<file path="src/rtl/reduce_pkg.sv">
// Shared types and helpers for the streaming reduction stage.
// Operation and FSM state encodings plus the per-operation identity value.
package reduce_pkg;

    typedef enum logic [1:0] {
        OP_ADD = 2'd0,
        OP_XOR = 2'd1,
        OP_OR  = 2'd2,
        OP_AND = 2'd3
    } reduce_op_e;

    typedef enum logic [1:0] {
        IDLE  = 2'd0,
        ACCUM = 2'd1,
        HOLD  = 2'd2
    } reduce_state_e;

    localparam int ID_W = 64;

    // Identity element of op for a word of the given width (low bits significant).
    function automatic logic [ID_W-1:0] identity(input reduce_op_e op, input int unsigned width);
        logic [ID_W-1:0] ones_v;
        if (width >= 32'(ID_W)) begin
            ones_v = {ID_W{1'b1}};
        end else begin
            ones_v = {ID_W{1'b1}} >> (32'(ID_W) - width);
        end
        case (op)
            OP_AND:  identity = ones_v;
            default: identity = {ID_W{1'b0}};
        endcase
    endfunction

endpackage

</file>
<file path="src/rtl/reduce_alu.sv">
// Combinational fold step: combines the running accumulator with one word.
// Build option: REDUCE_SAT_EN makes ADD clamp at all-ones instead of wrapping.
module reduce_alu
    import reduce_pkg::*;
#(
    parameter int WIDTH = 16
) (
    input  reduce_op_e       op,
    input  logic [WIDTH-1:0] acc,
    input  logic [WIDTH-1:0] word,
    output logic [WIDTH-1:0] next_acc,
    output logic             carry
);

    logic [WIDTH:0] sum_s;

    // One reduction step; carry reports overflow of the ADD path only
    always_comb begin
        sum_s    = {1'b0, acc} + {1'b0, word};
        next_acc = acc;
        carry    = 1'b0;
        case (op)
            OP_ADD: begin
                carry = sum_s[WIDTH];
`ifdef REDUCE_SAT_EN
                if (sum_s[WIDTH]) begin
                    next_acc = {WIDTH{1'b1}};
                end else begin
                    next_acc = sum_s[WIDTH-1:0];
                end
`else
                next_acc = sum_s[WIDTH-1:0];
`endif
            end
            OP_XOR:  next_acc = acc ^ word;
            OP_OR:   next_acc = acc | word;
            OP_AND:  next_acc = acc & word;
            default: next_acc = acc;
        endcase
    end

endmodule

</file>
<file path="src/rtl/reduce_accum.sv">
// Streaming reduction stage: folds a cfg_len-word burst and holds the result on a valid/ready port.
// Build option: define REDUCE_SAT_EN for saturating ADD with a sticky out_sat flag.
module reduce_accum
    import reduce_pkg::*;
#(
    parameter  int WIDTH   = 16,
    parameter  int MAX_LEN = 255,
    localparam int LEN_W   = $clog2(MAX_LEN + 1)
) (
    input  logic             clk,
    input  logic             rst,
    input  logic             start,
    input  logic [1:0]       cfg_op,
    input  logic [LEN_W-1:0] cfg_len,
    output logic             busy,
    input  logic             in_valid,
    output logic             in_ready,
    input  logic [WIDTH-1:0] in_data,
    output logic             out_valid,
    input  logic             out_ready,
    output logic [WIDTH-1:0] out_data,
    output logic             out_any,
    output logic             out_sat
);

`ifdef REDUCE_SAT_EN
    localparam logic SAT_EN = 1'b1;
`else
    localparam logic SAT_EN = 1'b0;
`endif

    reduce_state_e    state_r;
    reduce_state_e    state_nxt_s;
    reduce_op_e       op_r;
    logic [WIDTH-1:0] acc_r;
    logic [WIDTH-1:0] alu_acc_s;
    logic [LEN_W-1:0] count_r;
    logic             sat_r;
    logic             alu_carry_s;
    logic             start_ok_s;
    logic             in_hs_s;

    reduce_alu #(.WIDTH(WIDTH)) u_alu (
        .op       (op_r),
        .acc      (acc_r),
        .word     (in_data),
        .next_acc (alu_acc_s),
        .carry    (alu_carry_s)
    );

    // Next-state decode and qualification of the start and input handshakes
    always_comb begin
        state_nxt_s = state_r;
        start_ok_s  = 1'b0;
        in_hs_s     = 1'b0;
        case (state_r)
            IDLE: begin
                if (start) begin
                    start_ok_s  = 1'b1;
                    state_nxt_s = (cfg_len == {LEN_W{1'b0}}) ? HOLD : ACCUM;
                end else begin
                    state_nxt_s = IDLE;
                end
            end
            ACCUM: begin
                if (in_valid) begin
                    in_hs_s     = 1'b1;
                    state_nxt_s = (count_r == LEN_W'(1)) ? HOLD : ACCUM;
                end else begin
                    state_nxt_s = ACCUM;
                end
            end
            HOLD: begin
                if (out_ready) begin
                    state_nxt_s = IDLE;
                end else begin
                    state_nxt_s = HOLD;
                end
            end
            default: state_nxt_s = IDLE;
        endcase
    end

    // State, accumulator, word counter and sticky saturation flag
    always_ff @(posedge clk) begin
        if (rst) begin
            state_r <= IDLE;
            op_r    <= OP_ADD;
            acc_r   <= {WIDTH{1'b0}};
            count_r <= {LEN_W{1'b0}};
            sat_r   <= 1'b0;
        end else begin
            state_r <= state_nxt_s;
            if (start_ok_s) begin
                op_r    <= reduce_op_e'(cfg_op);
                count_r <= cfg_len;
                acc_r   <= WIDTH'(identity(reduce_op_e'(cfg_op), WIDTH));
                sat_r   <= 1'b0;
            end else if (in_hs_s) begin
                acc_r   <= alu_acc_s;
                count_r <= count_r - LEN_W'(1);
                sat_r   <= sat_r | (SAT_EN & alu_carry_s);
            end else begin
                acc_r   <= acc_r;
                count_r <= count_r;
                sat_r   <= sat_r;
            end
        end
    end

    // The result is only exposed while held, so out_any collapses to 0 elsewhere
    assign busy      = (state_r != IDLE);
    assign in_ready  = (state_r == ACCUM);
    assign out_valid = (state_r == HOLD);
    assign out_data  = out_valid ? acc_r : {WIDTH{1'b0}};
    assign out_any   = |out_data;
    assign out_sat   = sat_r;

endmodule

</file>
<file path="config.mk">
export PLATFORM = sky130hd
export DESIGN_NAME = reduce_accum
export DESIGN_NICKNAME = d
export VERILOG_FILES = /design/src/rtl/reduce_pkg.sv /design/src/rtl/reduce_alu.sv /design/src/rtl/reduce_accum.sv
export SDC_FILE = /design/constraint.sdc
export NUM_CORES = 1
export LEC_CHECK = 0
export CORE_ASPECT_RATIO = 1.4
export CORE_UTILIZATION = 47
export CTS_CLUSTER_DIAMETER = 100
export DETAILED_ROUTE_END_ITERATION = 16
export GPL_TIMING_DRIVEN = 0
export MAX_ROUTING_LAYER = met4
export PLACE_DENSITY = 0.8
export SYNTH_ARGS = -nofsm -noshare
export SYNTH_HDL_FRONTEND = slang
export SYNTH_SLANG_ARGS = --single-unit
</file>
<file path="constraint.sdc">
create_clock -name clk -period 7.7 [get_ports clk]
set_input_delay 1.925 -clock clk [delete_from_list [all_inputs] [get_ports clk]]
set_output_delay 1.925 -clock clk [all_outputs]
set_load 0.02 [all_outputs]
</file>
Power grid:
The bar under the picture is 20 µm long. Pins as bars on the die edge.
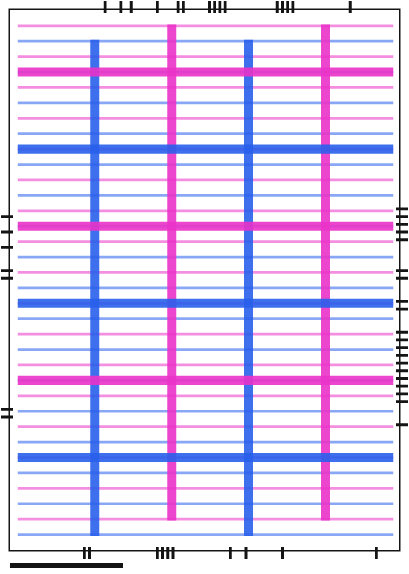
- magenta: VDD
- blue: VSS
- signal pins: 52
- met1 rails: 34
- met4 straps: 4
- rows: 33
core footprint: 0.00595 mm²
Die Height: 95.3 µm
chip width: 68.6 µm

Cells coloured by class:
The bar under the picture is 20 µm long.
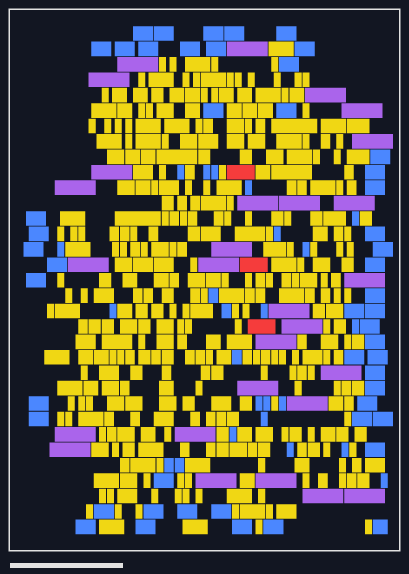
- purple: flip-flops (cells 28; share of their area 16%)
- red: cells driving clock nets (cells 3; share of their area 1.2%)
- blue: other buffers and delay cells (cells 74; share of their area 17%)
- yellow: all other logic (cells 349; share of their area 65%)
total number of placement rows: 33
cell area after layout: 0.00354 mm²
share of the core filled with cells in the final layout: 59.5%

==> results.txt <==
run metrics: run status finished, final reports clean, slew margin rel. 51.6%, Cell Area, Placed 0.00350 mm², CTS HTree Levels 1, flip-flop and latch share of the layout cell area between 15 and 20%, Floorplan Utilization ~50%, setup repair after global routing missed its margin no, Biggest register acc_r, FF-to-FF Start acc_r[0], CTS root buf clkbuf_8, portion of the layout cell area used by non-clock buffers around 17%, final hold violations 0, routability congestion estimate from global placement about 0.97, leakage power total ~1.5 nW, fraction of registers with async set/reset 0%, layout cell share with drive strength beyond 1 5.07%, sw power 0.000227 W, share of synthesized cell area in full adder, half adder and majority cells 15.3%, startpoint of the most critical setup path state_r[1], combinational gate power between 0.0002 and 0.0003 W, register clock-pin slew on the reported worst setup and hold paths around 100 ps, group drawing the most power combinational logic, busiest metal layer after global routing met2, # port buffers 49, AND-OR/OR-AND Cells, Area Fraction 26.6%, power after layout roughly 0.00054 W, clock tree skew after final layout 6.04 ps, logic depth of the worst path, buffers included 6, number of buffers inserted by post-CTS setup repair 0, yosys warns 0, clock buf count 3, number of resized instances in the post-cts repair step 0, Final TNS setup 0 ps, Num CTS Buffers 3, boundary pin count roughly 52, registers with the highest flip-flop counts acc_r (16), count_r (8), Max Freq ~220 MHz, syn_nets between 400 and 500, worst setup path endpoint out_data[8], antenna violations before repair 0, GR Util met3 around 3.2%, cell-internal power 0.000316 W, largest area contributor in the synthesized netlist dfxtp_1, detail-routed via count per cell between 5 and 6, Data arrival, critical path 2690 ps, total setup violations reported at the end of the flow 0, top cells by area, synth dfxtp_1 19%, ha_1 15%, nor2_1 6.7%, share of the synthesized area in the top cell type 19.2%, part of the power in combinational logic between 50% and 60%, multi-input gates around 300, largest net degree at the start of global routing 15, flip-flop count of the largest register after layout 16, seq pwr about 0.00018 W, routed via count 3,115, max-cap check violation count 0, total area of multi-input combinational cells between 0.002 and 0.0025 mm², hold depth 2, non-filler cells in the finished layout 524, Sequential cell area roughly 560 µm², mean instance size in the synthesized netlist between 7 and 8 µm², Synth-to-Final Area Change 21.2%, Worst R2R End acc_r[14], overall routing resource usage around 28%, number of synthesized flops with an enable pin 0, FF-to-FF setup slack ~5000 ps, chip footprint about 0.0065 mm², Seq share, synth about a fifth, Commonest Layout Cell nor2_1, combinational share of cell area between 50% and 60%, minimum setup slack in the final design approximately 3100 ps, met1 routing resource usage after global routing a little under a third, area-dominant cell class after layout logic gates, wire length of the first global-routing pass 13,600 µm, Routed WL per cell ~16 µm, number of cell instances after yosys synthesis around 400, Met1 Routed Length 3490 µm, global-route track usage on met2 49.3%, number of detailed-routing iterations run before antenna repair 5, total of flip-flops plus latches after synthesis 28, WL final between 8000 and 9000 µm, post-synthesis mux area share under 10%, violation count after the first detailed-routing iteration 166, worst endpoint required time around 5800 ps, number of buffers added to fix hold violations after cts 0, Syn Std Cell Area roughly 0.0029 mm², number of buffers on the longest clock path 2, count of inserted antenna diode cells 0, master of the slowest instance on the critical path clkdlybuf4s50_1, class of the most critical hold timing path flip-flop to flip-flop, fraction of the mapped netlist area in simple logic gates about a fifth, highest routed layer met4, switching share of total power a little over two fifths, worst hold-check slack 501 ps, Tool Warnings approximately 43, hold path startpoint count_r[3], Crit path max-delay family buffers and inverters, VDD IR max 0.0000806 V, cell-by-cell listing of the critical path clkbuf_1 -> nor2b_1 -> clkinv_1 -> clkbuf_1 -> nor2_1 -> clkdlybuf4s50_1, most frequent cells in the layout 52 x nor2_1, 49 x clkdlybuf4s50_1, 44 x inv_1, 35 x nand2_1, 34 x ha_1, Inverters excl. clock between 40 and 50, number of filler instances in the final layout 582, leftover overflow at the end of global routing 0, path type of the worst setup path flip-flop to primary output, worst skew pair latency approximately 280 ps, Synth top cell by count nor2_1, CP Launch Type flip-flop, CP dominant cell by count clkbuf_1, fraction of power consumed by sequential logic between 30% and 40%, Sinks on Clock Net 28, Clock-cell share around 1.2%, Commonest flop dfxtp_1, P_clk 0.0000848 W, yosys stat area 0.00292 mm², Clk network pwr share ~16%, clock tree from TritonCTS yes, Max FO, Critical Path 10, number of max-slew violations in the final report 0, count of mapped cells out of synthesis approximately 400, shortest clock period the worst path allows after layout around 4600 ps, FFs & Latches 28, power per standard cell area between 150 and 200 mW/mm², detailed placer's ending HPWL ~6600 µm, DRC errors left 0, worst-margin pin slew around 730 ps, number of distinct library cell variants in the gate-level netlist after synthesis 57, Non-CTS buffers between 70 and 80, Critical path buffers and inverters 4, top logic cell family in the synthesized netlist AND-OR/OR-AND gates, share of the clock period used by the worst path 59.9%, Cells after DPL around 520, met3 routed WL 537 µm, area fraction in xor and xnor cells between 3 and 4%, Worst setup EP type primary output, via count of the first global-routing pass between 2k and 3k, post-placement setup slack around 3000 ps, terminating pin of the worst hold path count_r[3]
No activity file was given, so power comes from the tool's default toggle rates.
